## config.mk

```make
export PLATFORM = sky130hd
export DESIGN_NAME = fuel_dispenser_ctrl
export DESIGN_NICKNAME = d
export VERILOG_FILES = /design/src/rtl/fuel_pkg.sv /design/src/rtl/unit_timer.sv /design/src/rtl/fuel_dispenser_ctrl.sv
export SDC_FILE = /design/constraint.sdc
export NUM_CORES = 1
export LEC_CHECK = 0
export ABC_AREA = 1
export CAP_MARGIN = 25
export CORE_MARGIN = 4
export CORE_UTILIZATION = 47
export DETAILED_ROUTE_END_ITERATION = 10
export GPL_TIMING_DRIVEN = 0
export PLACE_DENSITY = 0.74
export SYNTH_ARGS = -nofsm -noshare
export SYNTH_HDL_FRONTEND = slang
export SYNTH_SLANG_ARGS = --single-unit
```

## constraint.sdc

```tcl
create_clock -name clk -period 4.7 [get_ports clk]
set_input_delay 0.47 -clock clk [delete_from_list [all_inputs] [get_ports clk]]
set_output_delay 0.47 -clock clk [all_outputs]
set_load 0.02 [all_outputs]
```

## src/rtl/fuel_pkg.sv

```systemverilog
// Shared definitions for the fuel dispenser: the fuel quantity width used by
// both the fuel-needed calculator and the dispenser controller, and the
// controller state encoding.
package fuel_pkg;

    localparam int FUEL_W = 8;

    typedef enum logic [1:0] {
        IDLE = 2'd0,
        PUMP = 2'd1,
        DONE = 2'd2
    } fuel_state_t;

endpackage

```

## src/rtl/unit_timer.sv

```systemverilog
// Per-unit cycle timer: counts 0..UNIT_CYCLES-1 while enabled and wraps.
// o_tc flags the last cycle of a unit from the registered count.
module unit_timer #(
    parameter int unsigned UNIT_CYCLES = 4
) (
    input  logic clk,
    input  logic rst,
    input  logic i_enable,
    input  logic i_clear,
    output logic o_tc
);

    localparam int CNT_W = $clog2(UNIT_CYCLES);
    localparam logic [CNT_W-1:0] TC_VAL = CNT_W'(UNIT_CYCLES - 1);

    logic [CNT_W-1:0] r_count;
    logic             w_tc;

    assign w_tc = (r_count == TC_VAL);
    assign o_tc = w_tc;

    // Counter: clear has priority over counting so a fresh transaction or an
    // abort never inherits a partial unit.
    always_ff @(posedge clk) begin
        if (rst || i_clear) begin
            r_count <= '0;
        end else if (i_enable) begin
            r_count <= w_tc ? '0 : r_count + CNT_W'(1);
        end
    end

endmodule

```

## src/rtl/fuel_dispenser_ctrl.sv

```systemverilog
// Fuel dispenser controller. Accepts a unit count, runs the pump for
// UNIT_CYCLES clocks per unit, and reports completed units. Releasing the
// nozzle (stop) aborts; a unit finishing on the same edge is still counted.
//
//   state | meaning
//   ------+-----------------------------------------------------------
//   IDLE  | ready for a request; dispensed/aborted hold last result
//   PUMP  | pump running, timer counting cycles of the current unit
//   DONE  | single-cycle completion pulse, then back to IDLE
module fuel_dispenser_ctrl
    import fuel_pkg::*;
#(
    parameter int unsigned UNIT_CYCLES = 4
) (
    input  logic              clk,
    input  logic              rst,
    input  logic              req_valid,
    output logic              req_ready,
    input  logic [FUEL_W-1:0] fuel_needed,
    input  logic              stop,
    output logic              pump_on,
    output logic              unit_pulse,
    output logic [FUEL_W-1:0] dispensed,
    output logic              done,
    output logic              aborted
);

    fuel_state_t       r_state;
    fuel_state_t       w_state_nxt;
    logic [FUEL_W-1:0] r_target;
    logic [FUEL_W-1:0] r_dispensed;
    logic              r_aborted;

    logic              w_accept;
    logic              w_in_pump;
    logic              w_tc;
    logic              w_unit_done;
    logic              w_last_unit;
    logic              w_timer_clr;
    logic [FUEL_W-1:0] w_disp_inc;

    assign w_accept    = (r_state == IDLE) && req_valid;
    assign w_in_pump   = (r_state == PUMP);
    assign w_unit_done = w_in_pump && w_tc;
    assign w_disp_inc  = r_dispensed + FUEL_W'(1);
    // dispensed < target while pumping, so the increment cannot wrap.
    assign w_last_unit = w_unit_done && (w_disp_inc == r_target);
    assign w_timer_clr = w_accept || (w_in_pump && (stop || w_last_unit));

    unit_timer #(
        .UNIT_CYCLES (UNIT_CYCLES)
    ) u_unit_timer (
        .clk      (clk),
        .rst      (rst),
        .i_enable (w_in_pump),
        .i_clear  (w_timer_clr),
        .o_tc     (w_tc)
    );

    // State register.
    always_ff @(posedge clk) begin
        if (rst) begin
            r_state <= IDLE;
        end else begin
            r_state <= w_state_nxt;
        end
    end

    // Next state and Moore output decode from registered state/counter.
    always_comb begin
        w_state_nxt = r_state;
        req_ready   = 1'b0;
        pump_on     = 1'b0;
        unit_pulse  = 1'b0;
        done        = 1'b0;
        case (r_state)
            IDLE: begin
                req_ready = 1'b1;
                if (req_valid) begin
                    w_state_nxt = (fuel_needed == '0) ? DONE : PUMP;
                end
            end
            PUMP: begin
                pump_on    = 1'b1;
                unit_pulse = w_tc;
                if (w_last_unit || stop) begin
                    w_state_nxt = DONE;
                end
            end
            DONE: begin
                done        = 1'b1;
                w_state_nxt = IDLE;
            end
            default: begin
                w_state_nxt = IDLE;
            end
        endcase
    end

    // Transaction datapath: target latch, unit count and abort flag.
    always_ff @(posedge clk) begin
        if (rst) begin
            r_target    <= '0;
            r_dispensed <= '0;
            r_aborted   <= 1'b0;
        end else if (w_accept) begin
            r_target    <= fuel_needed;
            r_dispensed <= '0;
            r_aborted   <= 1'b0;
        end else if (w_in_pump) begin
            if (w_unit_done) begin
                r_dispensed <= w_disp_inc;
            end
            // A final unit completing with stop is a normal completion.
            if (stop && !w_last_unit) begin
                r_aborted <= 1'b1;
            end
        end
    end

    assign dispensed = r_dispensed;
    assign aborted   = r_aborted;

endmodule

```

==> images/flops_by_reg.png <==
Bar = 20 um. Other sequential cells in the stronger grey, the rest of the logic in the fainter grey.
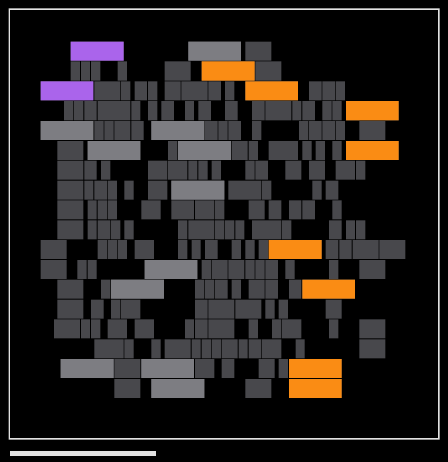
| colour | name in the netlist | sequential cells |
|---|---|---|
| orange | dispensed | 8 |
| purple | u_unit_timer.r_count | 2 |

==> images/placement_by_type.png <==
Bar = 20 um. Fill, decap, tap and diode cells in grey.
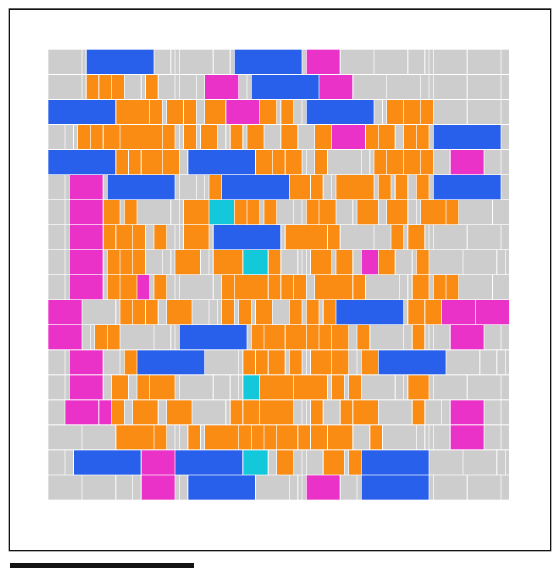
| colour | class | cells | share of their area |
|---|---|---|---|
| orange | combinational and other logic | 155 | 53% |
| cyan | clock drivers and dummy loads | 4 | 1.9% |
| magenta | other buffers and delay cells | 27 | 17% |
| blue | flops | 21 | 28% |

==> run summary <==
Run status = finished clean
Clock network latency to the later pin of the worst-skew pair = 0.31 ns
Worst VDD drop = 204 uV
Hold_buf cts = 0
Clock skew = 0.00444 ns
Drt pass-1 iters = 4
Fraction of area in non-clock buffers = 16.7%
Worst Hold Depth = 2
Synth Net Count = 193
Final Total Pwr = 0.000340 W
Maximum root-to-sink buffer count = 2
Type of the setup path with the least slack = flip-flop to output port
Dpl hpwl = 2220 um
Die Height = 58.7 um
Number of logic stages on the critical path including buffering = 5
Final tally of hold violations = 0
Worst min-delay path endpoint = aborted$_SDFFE_PP0P_
Root cell of the clock tree = sky130_fd_sc_hd__clkbuf_4
Delay-heaviest family, CP = buffers and inverters
Final design instance area without fill = 1510 um^2
Flops out of synthesis = 21
Pin count of the biggest net entering global routing = 13
Psw = 0.0000955 W
Top layer used by detailed routing = met4
Overall routed net length = 2840 um
Most used DFF post-synth = sky130_fd_sc_hd__dfxtp_1
Type of element capturing the critical path = output port
Synth Area in Adders = 2.07%
Critical Path Source Type = flip-flop
Number of buffers created by CTS = 3
Met1 Wirelength = 1340 um
Placed Instances = 233
Tally of buffers added on design ports = 24
Switching share of total power = 28.1%
Sequential share of power = 56.3%
Max Cap Violations = 0
Reported sequential group power = 0.000191 W
Most frequent logic cells in the routed design = 38 x sky130_fd_sc_hd__nand2_1, 30 x sky130_fd_sc_hd__inv_1, 24 x sky130_fd_sc_hd__clkdlybuf4s50_1, 21 x sky130_fd_sc_hd__dfxtp_1, 19 x sky130_fd_sc_hd__nand3_1
Launch instance of the worst register-to-register path = dispensed[1]$_SDFFE_PP0P_
Data required, critical path = 4.23 ns
Width of the die = 58.7 um
DRC violations left = 0
Global routing usage on met3 = 1.97%
CP Data Arrival Time = 1.95 ns
Count of final setup violators = 0
Actual slew at the worst max-slew pin = 0.407 ns
Number of rows in the core area = 18
Register share of the cell area = 27.8%
Number of nets in the final layout = 222
Total gr overflow = 0
Comb/total area = 43.5%
Hold slack = 0.464 ns
Met2 wirelength from detailed routing = 1340 um
Deepest level of the CTS H-tree = 1
Most common cell in the synthesized netlist = sky130_fd_sc_hd__nand2_1
Starting Density = 49.2%
Cell kind with the greatest summed area = logic gates
Peak per-stage delay on the critical path = 0.63 ns
Total power per unit cell area = 225 nW/um^2
Placed inst area = 1490 um^2
Critical path capture point = unit_pulse
Non-filler instance count after layout = 237
==> images/cell_density.png <==
12 x 12 tiles, from black (low) to pale yellow (high), 0 to 100% covered.
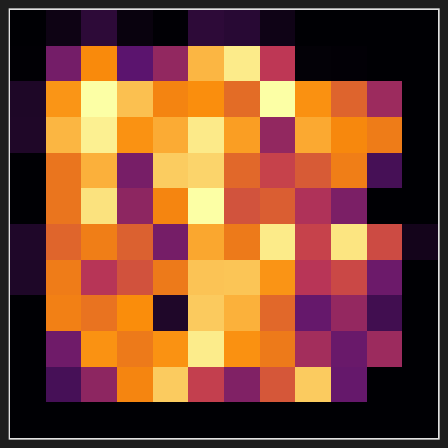
mean over tiles: 43%
densest ninth of the die: centre
emptiest ninth of the die: lower right

==> images/wires.png <==
Bar = 20 um. Only two layers are drawn.
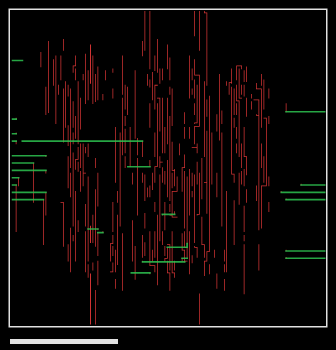
| colour | layer | wire length |
|---|---|---|
| green | metal 3 | 123 um |
| red | metal 2 | 1340 um |

Power is estimated from default activity; no workload was simulated.
